`src/rtl/instr_fetch_ctrl.sv`:
```
// Instruction fetch sequencer: owns the PC, drives the ROM address, registers
// each fetched word for decode over valid/ready, handles redirects and HALT,
// and counts instructions handed to decode.
module instr_fetch_ctrl #(
    parameter int          AW        = 10,
    parameter int          DW        = 10,
    parameter logic [AW-1:0] RESET_PC  = 10'd1,
    parameter logic [DW-1:0] HALT_WORD = 10'b0010000010,
    parameter int          CW        = 16
) (
    input  logic          clk,
    input  logic          rst_n,
    input  logic          start,
    input  logic [AW-1:0] start_addr,
    output logic [AW-1:0] rom_addr,
    input  logic [DW-1:0] rom_data,
    output logic [DW-1:0] instr,
    output logic          instr_valid,
    input  logic          instr_ready,
    input  logic          redirect_valid,
    input  logic [AW-1:0] redirect_addr,
    output logic          halted,
    output logic [CW-1:0] fetch_count
);

    typedef enum logic [1:0] {
        ST_IDLE,
        ST_FETCH,
        ST_HALTED
    } state_t;

    state_t          state_reg, state_next;
    logic [AW-1:0]   pc_reg, pc_next;
    logic [DW-1:0]   instr_reg, instr_next;
    logic            valid_reg, valid_next;
    logic            halted_reg, halted_next;
    logic [CW-1:0]   count_reg, count_next;
    logic            handshake;

    assign handshake   = valid_reg && instr_ready;
    assign rom_addr    = pc_reg;
    assign instr       = instr_reg;
    assign instr_valid = valid_reg;
    assign halted      = halted_reg;
    assign fetch_count = count_reg;

    // State and datapath registers; async reset returns everything to IDLE.
    always_ff @(posedge clk or negedge rst_n) begin
        if (!rst_n) begin
            state_reg  <= ST_IDLE;
            pc_reg     <= RESET_PC;
            instr_reg  <= '0;
            valid_reg  <= 1'b0;
            halted_reg <= 1'b0;
            count_reg  <= '0;
        end else begin
            state_reg  <= state_next;
            pc_reg     <= pc_next;
            instr_reg  <= instr_next;
            valid_reg  <= valid_next;
            halted_reg <= halted_next;
            count_reg  <= count_next;
        end
    end

    // Next-state logic: start, redirect (highest priority in FETCH), load, halt.
    always_comb begin
        state_next  = state_reg;
        pc_next     = pc_reg;
        instr_next  = instr_reg;
        valid_next  = valid_reg;
        halted_next = halted_reg;
        count_next  = count_reg;

        // A consumed word always counts, even when flushed or restarted.
        if (handshake && (count_reg != {CW{1'b1}}))
            count_next = count_reg + CW'(1);

        case (state_reg)
            ST_IDLE: begin
                if (start) begin
                    pc_next     = start_addr;
                    valid_next  = 1'b0;
                    halted_next = 1'b0;
                    state_next  = ST_FETCH;
                end
            end
            ST_FETCH: begin
                if (redirect_valid) begin
                    pc_next    = redirect_addr;
                    valid_next = 1'b0;
                end else if (!valid_reg || instr_ready) begin
                    instr_next = rom_data;
                    valid_next = 1'b1;
                    pc_next    = pc_reg + AW'(1);
                    if (rom_data == HALT_WORD) begin
                        state_next  = ST_HALTED;
                        halted_next = 1'b1;
                    end
                end
            end
            ST_HALTED: begin
                // HALT word stays presented until decode takes it.
                if (handshake)
                    valid_next = 1'b0;
                if (start) begin
                    pc_next     = start_addr;
                    valid_next  = 1'b0;
                    halted_next = 1'b0;
                    state_next  = ST_FETCH;
                end
            end
            default: begin
                state_next = ST_IDLE;
            end
        endcase
    end

endmodule

```
`config.mk`:
```
export PLATFORM = sky130hd
export DESIGN_NAME = instr_fetch_ctrl
export DESIGN_NICKNAME = d
export VERILOG_FILES = /design/src/rtl/instr_fetch_ctrl.sv
export SDC_FILE = /design/constraint.sdc
export NUM_CORES = 1
export LEC_CHECK = 0
export ABC_AREA = 1
export CAP_MARGIN = 10
export CORE_MARGIN = 1
export CORE_UTILIZATION = 42
export CTS_CLUSTER_SIZE = 40
export DETAILED_ROUTE_END_ITERATION = 8
export GPL_TIMING_DRIVEN = 0
export PLACE_DENSITY = 0.83
export SETUP_SLACK_MARGIN = 0.02
export SLEW_MARGIN = 30
export SYNTH_ARGS = -nofsm -noshare
export SYNTH_HDL_FRONTEND = slang
export SYNTH_SLANG_ARGS = --single-unit
export TNS_END_PERCENT = 20
```
`constraint.sdc`:
```
create_clock -name clk -period 2.07 [get_ports clk]
set_clock_uncertainty 0.15 [all_clocks]
set_input_delay 0.621 -clock clk [delete_from_list [all_inputs] [get_ports clk]]
set_output_delay 0.621 -clock clk [all_outputs]
set_load 0.01 [all_outputs]
```
**Zoomed window**

The bar under the picture is 5 microns long. Region (28, 44) to (48, 64) microns. Cells in grey, sequential cells in the stronger grey; small squares are vias.
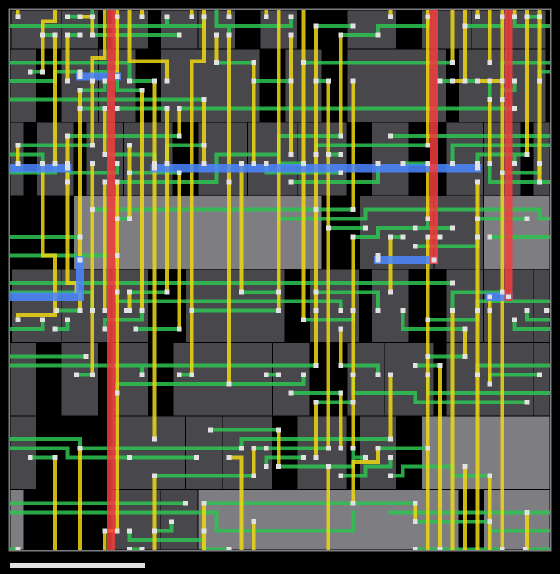
Red is M4. Green is M1. Yellow is M2. Blue is M3.
Most frequent: nand2_1 (13), nor2_1 (8), o21ai_0 (7). 52 logic cells have their middle in the window. Netlist names of flops here include `rom_addr` (2). Sequential cells in the window: 2.

**Where the registers sit**

The bar under the picture is 20 microns long. Other sequential cells in the stronger grey, the rest of the logic in the fainter grey.
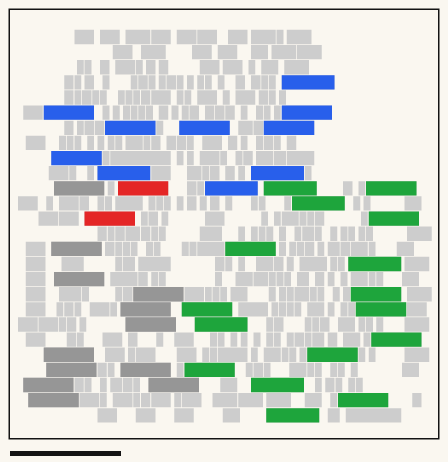
Red is `state_reg`, placed flops 2. Green is `fetch_count`, placed flops 16. Blue is `rom_addr`, placed flops 10.

**Gate-type map**

The bar under the picture is 20 microns long.
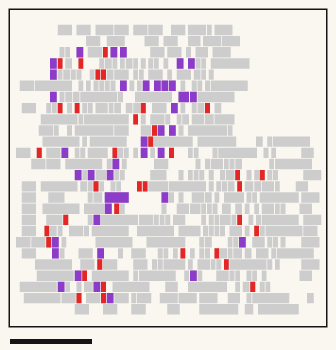
Red is inv cells, cells 36, most used inv_1. Purple is aoi and oai cells, cells 39, most used o21ai_0.

**Routing congestion map**

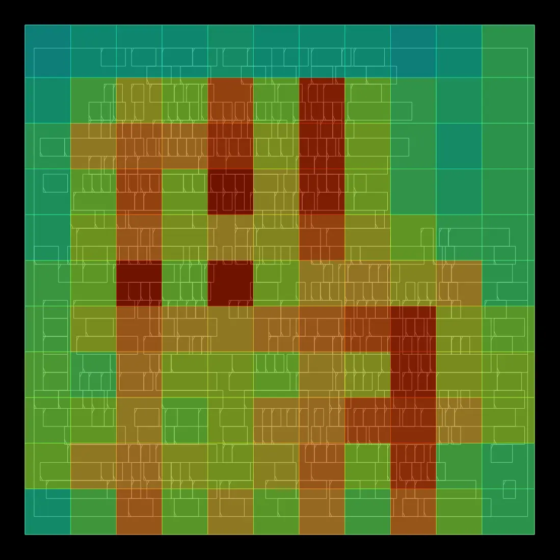
all-layer global routing usage: 21.3%
met2 Use GR: 38.5%
routed length per placed instance: 12.3 microns
GRT busiest layer: met2
GR Util met1: 24.9%

==> notes.md <==
impl run done, here's what came out: ys cells 338, drt first-iter violations about 140, HPWL Detailed around 4600 microns, CP max stage delay 0.56 ns, GRT overflow 0, clock slew at reported path FFs approximately 0.08 ns, Sum Neg Setup Slack 0 ns, Reg2Reg Capture Point fetch_count[5], die y size between 70 and 80 microns, nets approximately 450, CP Capture Type output port, CTS H-Tree Depth 2, Power Density between 700 and 800 nW/um^2, warnings from Yosys 0, # rows 26, Setup WS pre-CTS -0.269 ns, dpl cells between 400 and 500, Post-Route WL 5980 microns, crit-path max FO 4, fin crit share a little over nine tenths, first-pass GRT wire length roughly 10000 microns, layout cells sized above 1 slightly above 8%, Crit. path cell count 1, die width slightly below 80 microns, final hold slack 0.123 ns, yosys stat chip area 2360 sq um, Chip Area about 5900 sq um, max reg flops 16, DP Area approximately 3200 sq um, Tot Pwr roughly 2.6 mW, Slowest cell on crit path clkdlybuf4s50_1, CTS Buf Count 5, Synthesized registers ~40, CP startpoint kind flip-flop, Filler cells ~480, Slew headroom 67.2%, Slew Viols, Final 0, Crit path required time approximately 1.3 ns, Synth Instances roughly 340, Nets at Floorplan around 380, hold-fix buffers at CTS 0, Via-to-Cell Ratio between 4 and 5, final setup fails 0, largest net degree at the start of global routing 23, worst setup path endpoint rom_addr[6], metal2 WL 3050 microns, Final Util 63.5%, vias in the first global route between 2k and 2.5k, top area contributor share about two fifths, Log Warnings 26, drt first pass iters 4, DRC 0, Avg Cell Area, Syn 6.98 sq um, final instance count without filler cells 488, mapped cell area roughly 2400 sq um, crit-path cells clkdlybuf4s50_1, WL met3 ~290 microns, Sink Count about 40, Critical Path Start rom_addr[6], Worst Tran Pin Value between 0.4 and 0.5 ns, Post-Route M1 WL between 2000 and 3000 microns, Reg-to-Reg Start fetch_count[0], status finished clean, Post-CTS Repair Setup Buffers 0, WS Path Type flip-flop to output port, Max Cap Violations 0, fin worst setup slack between 0.05 and 0.06 ns, Max clock buf depth 2, final non-filler cell area about 3300 sq um, IO Port Bufs about 71, Period minus WS final between 2 and 2.5 ns, post-synth top area cell dfrtp_1, CTS tree yes, Seq share, synth around 42%, Max Freq between 400 and 500 MHz, Init Core Util approximately 45%, initial antenna violation count 0, antenna diode count 0, r2r setup slk about 0.18 ns, cells on worst reg2reg path 9, Area growth syn-to-layout 41.8%, num ports ~73, RSZ-0062 raised after global routing false, worst min-delay path class input port to asynchronous set/reset pin, core area ~5300 sq um, Root Driver clkbuf_8, VDD IR max roughly 0.46 mV, Fin. Hold Viols 0, synth unique cells 22, Top area cell types dfrtp_1 41%, nand2_1 20%, nor2_1 6.0%, inv_1 5.7%, o21ai_0 4.9%, Crit path arrival time around 1.2 ns, Insertion Delay late pin 0.29 ns, leakage 1.77 nW, highest routed metal layer met4, Worst path top cell family by delay buffers and inverters, gpl congestion roughly 0.94, PostCTS Resize Cnt 16, CP Buf/Inv Count 1, ANT nets after route 0, vias around 2.4k
per-layer routing:
metal	track usage (%)	vias up
li1	-	1218
met3	3.57	13
met2	38.5	82
met5	0	-
met4	8.08	0
met1	24.9	1089
synthesized netlist by cell type (all sizes together):
cell,count
a21oi,14
buf,6
clkbuf,2
dfrtp,39
dfstp,1
ha,2
inv,36
mux2,2
nand2,127
nand3,21
nand4,6
nor2,40
nor3,3
o211ai,1
o21ai,24
xnor2,5
xor2,9
cell families after synthesis:
family	count (synthesis)	share of synthesized area, %
compound gates	39	8.54
xor+xnor	14	5.20
fa+ha+maj	2	1.06
buf+inv	44	7.96
flops	40	42.5
mux	2	0.955
simple gates	197	33.8
layout by cell type (no fill, tap or decap):
cell	count
nand2_4	1
buf_2	3
nor2_2	2
clkdlybuf4s50_1	48
nand3_1	20
bufinv_16	1
ha_2	1
clkinvlp_4	1
o21ai_4	1
inv_1	36
buf_16	1
dlygate4sd2_1	8
dfrtp_1	30
dlymetal6s2s_1	14
a21oi_1	14
buf_8	1
nand4_1	6
o211ai_1	1
clkbuf_8	5
nand3_2	1
nor2_1	38
clkinv_2	1
clkbuf_1	2
clkbuf_4	1
nor3_1	3
xor2_1	9
dfrtp_2	9
buf_4	2
mux2_2	2
o21ai_0	23
nand2_1	126
dfstp_2	1
xnor2_1	5
ha_1	1
where the power goes:
part           total, mW  switching [mW]  internal, mW  leakage, nW
registers           1.08           0.153         0.932        0.492
logic              0.886           0.442         0.444         1.22
clock network      0.638           0.282         0.357       0.0541
total               2.61           0.876          1.73         1.77
area by class of cell:
class	count	area, sq um	area share, %
timing repair buffer	72	758	22.7
sequential	40	1010	30.3
multi-input combinational	254	1180	35.4
buffer	8	55.1	1.65
inverter	36	135	4.04
clock buffer	5	68.8	2.06
tap	70	87.6	2.62
clock inverter	3	42.5	1.27
Power figures rest on the tool's default switching activity, not on a simulated workload.
